**Cell sizes after repair**

(6 px per µm)
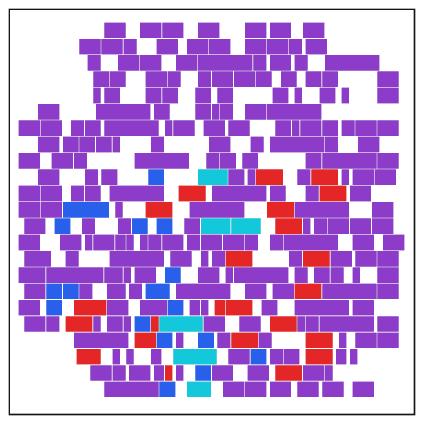
**Cells coloured by class**

(6 px per µm) Fill, decap, tap and diode cells in grey.
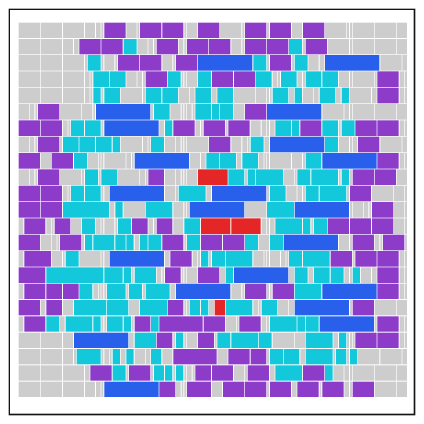
**Routing congestion**

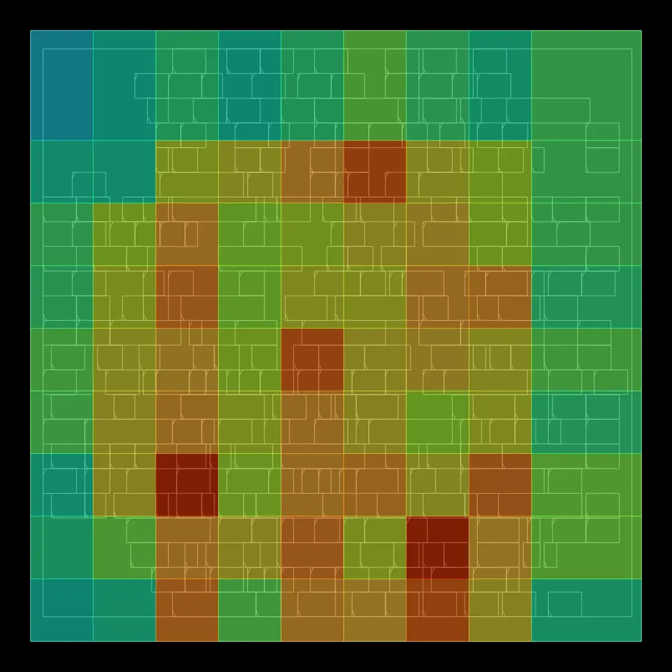
**Selected gate families**

(6 px per µm)
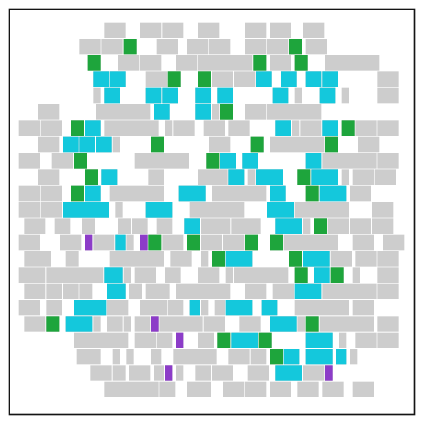
**Met3 routing**

(8 px per µm)
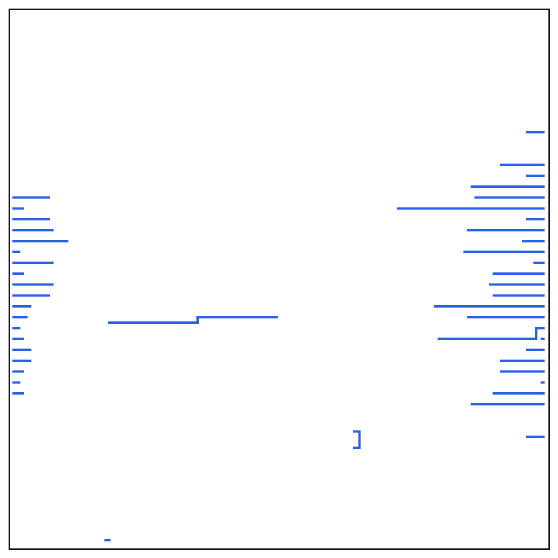
--- src/rtl/chan_mux_pkg.sv ---
// chan_mux_pkg: shared types and constants for the chan_mux_scan block.
//   mode_e  - channel selection mode (MANUAL uses sel, SCAN is round-robin)
//   state_e - output register occupancy (EMPTY / FULL)
//   CNT_W   - width of the optional transfer counter
package chan_mux_pkg;

  typedef enum logic {
    MANUAL = 1'b0,
    SCAN   = 1'b1
  } mode_e;

  typedef enum logic {
    EMPTY = 1'b0,
    FULL  = 1'b1
  } state_e;

  localparam int unsigned CNT_W = 16;

endpackage

--- src/rtl/rr_arbiter.sv ---
// rr_arbiter: combinational round-robin search.
//   req     - per-channel request vector
//   ptr     - channel index where the search starts
//   gnt_vld - some channel is requesting
//   gnt_idx - first requesting channel found from ptr upward, modulo NUM_CH
module rr_arbiter #(
  parameter int unsigned NUM_CH = 4
) (
  input  logic [NUM_CH-1:0]         req,
  input  logic [$clog2(NUM_CH)-1:0] ptr,
  output logic                      gnt_vld,
  output logic [$clog2(NUM_CH)-1:0] gnt_idx
);

  localparam int unsigned IdxW = $clog2(NUM_CH);

  int unsigned idx;

  always_comb begin
    gnt_vld = 1'b0;
    gnt_idx = '0;
    idx     = 0;
    for (int unsigned off = 0; off < NUM_CH; off++) begin
      idx = (32'(ptr) + off) % NUM_CH;
      if (!gnt_vld && req[IdxW'(idx)]) begin
        gnt_vld = 1'b1;
        gnt_idx = IdxW'(idx);
      end
    end
  end

endmodule

--- src/rtl/chan_mux_scan.sv ---
// chan_mux_scan: N-channel sample multiplexer with a single registered output stage.
// Channel choice is either manual (sel) or round-robin over valid channels (scan).
// Ports:
//   clk, rst              - clock, asynchronous active-high reset
//   in_data/valid/ready   - per-channel sample inputs; at most one in_ready bit high
//   mode, sel             - 0 = manual (sel picks channel), 1 = scan
//   out_data/ch/valid     - registered sample, its source channel, occupancy
//   out_ready             - downstream accept
//   xfer_cnt              - handshake counter, present only with CHAN_MUX_CNT_EN defined
module chan_mux_scan
  import chan_mux_pkg::*;
#(
  parameter int unsigned NUM_CH = 4,
  parameter int unsigned WIDTH  = 16
) (
  input  logic                      clk,
  input  logic                      rst,
  input  logic [NUM_CH*WIDTH-1:0]   in_data,
  input  logic [NUM_CH-1:0]         in_valid,
  output logic [NUM_CH-1:0]         in_ready,
  input  logic                      mode,
  input  logic [$clog2(NUM_CH)-1:0] sel,
  output logic [WIDTH-1:0]          out_data,
  output logic [$clog2(NUM_CH)-1:0] out_ch,
  output logic                      out_valid,
  input  logic                      out_ready
`ifdef CHAN_MUX_CNT_EN
  ,
  output logic [CNT_W-1:0]          xfer_cnt
`endif
);

  localparam int unsigned IdxW = $clog2(NUM_CH);

  state_e           state_q, state_d;
  logic [WIDTH-1:0] data_q, data_d;
  logic [IdxW-1:0]  ch_q, ch_d;
  logic [IdxW-1:0]  ptr_q, ptr_d;

  logic             drain, load_en, cand_vld, grant, is_scan;
  logic [IdxW-1:0]  cand_idx;
  logic             scan_vld;
  logic [IdxW-1:0]  scan_idx;
  logic [WIDTH-1:0] ch_data [NUM_CH];

  for (genvar g = 0; g < NUM_CH; g++) begin : g_unpack
    assign ch_data[g] = in_data[g*WIDTH +: WIDTH];
  end

  rr_arbiter #(
    .NUM_CH (NUM_CH)
  ) u_rr_arbiter (
    .req     (in_valid),
    .ptr     (ptr_q),
    .gnt_vld (scan_vld),
    .gnt_idx (scan_idx)
  );

  assign out_valid = (state_q == FULL);
  assign out_data  = data_q;
  assign out_ch    = ch_q;
  assign is_scan   = (mode_e'(mode) == SCAN);

  // Grant decision; in_ready depends only on inputs and state, never on itself.
  always_comb begin
    drain   = out_valid && out_ready;
    load_en = (state_q == EMPTY) || drain;
    if (is_scan) begin
      cand_vld = scan_vld;
      cand_idx = scan_idx;
    end else begin
      cand_idx = sel;
      // sel beyond the last channel never grants (possible when NUM_CH is not a power of 2)
      cand_vld = (32'(sel) < NUM_CH) && in_valid[sel];
    end
    // Held low during reset so no handshake is reported while the output is discarded.
    grant    = load_en && cand_vld && !rst;
    in_ready = '0;
    if (grant) begin
      in_ready[cand_idx] = 1'b1;
    end
  end

  always_comb begin
    state_d = state_q;
    data_d  = data_q;
    ch_d    = ch_q;
    ptr_d   = ptr_q;
    if (grant) begin
      state_d = FULL;
      data_d  = ch_data[cand_idx];
      ch_d    = cand_idx;
      if (is_scan) begin
        ptr_d = (32'(cand_idx) == NUM_CH - 1) ? '0 : cand_idx + IdxW'(1);
      end
    end else if (drain) begin
      state_d = EMPTY;
    end
  end

  always_ff @(posedge clk or posedge rst) begin
    if (rst) begin
      state_q <= EMPTY;
      data_q  <= '0;
      ch_q    <= '0;
      ptr_q   <= '0;
    end else begin
      state_q <= state_d;
      data_q  <= data_d;
      ch_q    <= ch_d;
      ptr_q   <= ptr_d;
    end
  end

`ifdef CHAN_MUX_CNT_EN
  logic [CNT_W-1:0] cnt_q;

  always_ff @(posedge clk or posedge rst) begin
    if (rst) begin
      cnt_q <= '0;
    end else if (drain) begin
      cnt_q <= cnt_q + CNT_W'(1);
    end
  end

  assign xfer_cnt = cnt_q;
`endif

endmodule
--- config.mk ---
export PLATFORM = sky130hd
export DESIGN_NAME = chan_mux_scan
export DESIGN_NICKNAME = d
export VERILOG_FILES = /design/src/rtl/chan_mux_pkg.sv /design/src/rtl/rr_arbiter.sv /design/src/rtl/chan_mux_scan.sv
export SDC_FILE = /design/constraint.sdc
export NUM_CORES = 1
export LEC_CHECK = 0
export CORE_UTILIZATION = 38
export DETAILED_ROUTE_END_ITERATION = 8
export PLACE_DENSITY = 0.81
export SYNTH_ARGS = -nofsm -noshare
export SYNTH_HDL_FRONTEND = slang
export SYNTH_SLANG_ARGS = --single-unit
--- constraint.sdc ---
create_clock -name clk -period 2.2 [get_ports clk]
set_input_delay 0.22 -clock clk [delete_from_list [all_inputs] [get_ports clk]]
set_output_delay 0.22 -clock clk [all_outputs]
set_load 0.05 [all_outputs]
==> flow_summary.ini <==
; physical design summary
[routing]
drt_pass1_iterations = 4
dr_wl_met3_um = 232
drt_wl_total_um = 4960

[finish]
logic_area_um2 = 978
inv_count = 6
dominant_cells = buffers
antenna_cells = 0
fill_cells = 338
buffers = 110

[synthesis]
ys_cells = 174
syn_nets = 249
synth_area_per_cell_um2 = 9.31
synth_seq_share = 0.324
ys_sh_adder = 0.00772
netlist_instances = 174
synthTopCellsByCount = 32 x and3_1, 23 x a211oi_1, 23 x nand2_1

[timing]
skew_ns = 0.00553
rsz0062_at_grt = true

[outcome]
status = finished, final reports clean

[critical_path]
crit-reg2reg-launch = ptr_q[1]
startpoint = in_valid[0]
cp-end-kind = primary output
rrSetupSlack_ns = 0.39
crit_path_start_kind = primary input
crit_type = primary input to primary output

[pwr]
p_leak_nw = 1.17
combPwrFrac = 0.641
power_clock_mw = 0.258
p_sw_mw = 1.13
power_leader = combinational logic

[clock_tree]
hold_buffers = 0
cts_buffer_depth = 2
cts-htree-levels = 1

[run]
drv_cap = 0
warnings = 28

[floorplanning]
rows = 23

[global_route]
grt_first_pass_wirelength_um = 7530
About 'cell sizes after repair':
- blue: x3 and x4 (cells 17)
- red: x2 (cells 23)
- cyan: x6 and larger (cells 6)
- purple: x1 and smaller (cells 226)

About 'cells coloured by class':
- cyan: remaining logic cells (cells 137; share of their area 38%)
- red: clock drivers and dummy loads (cells 4; share of their area 1.7%)
- blue: registers (cells 21; share of their area 20%)
- purple: remaining buffers and delay cells (cells 110; share of their area 41%)

About 'routing congestion':
met2 layer usage reported by global route: 0.395
wire per inst: 15.4 µm
final core occ: 0.672
Tot GR Track Use: 0.220
grt met3 use: 0.0270

About 'selected gate families':
- green: and/or cells (cells 33; most used and3_1)
- cyan: aoi and oai cells (cells 56; most used a211oi_1)
- purple: inv cells (cells 6; most used inv_1)

About 'met3 routing':
- share of all routed wire: 4.7%
- main direction: horizontal

## state kept, by name, summed over array words and instances (netlist names)
name       cells
out_data      16
out_ch         2
ptr_q          2
out_valid      1
## per-stage QoR
stage | utilization | setup slack, ns | instances
after global routing | 0.672 | -0.0271 | 322
after floorplan | - | -0.320 | 174
after global placement | 0.655 | 0.0168 | 317
final | 0.672 | 0.0501 | 322
after CTS | 0.666 | 0.0113 | 321
after detailed placement | 0.655 | -0.0285 | 317
## what timing repair did
action | 4_1_cts | 5_1_grt
gates resized | 0 | 5
setup buffers | 0 | 1
hold endpoints to repair | 0 | 0
setup endpoints to repair | 0 | 4
## critical path, stage by stage
cell	delay, ns
clkdlybuf4s50_1	0.41
or3_1	0.38
a31oi_2	0.15
a2bb2oi_2	0.19
inv_2	0.07
nor3_1	0.32
buf_12	0.19
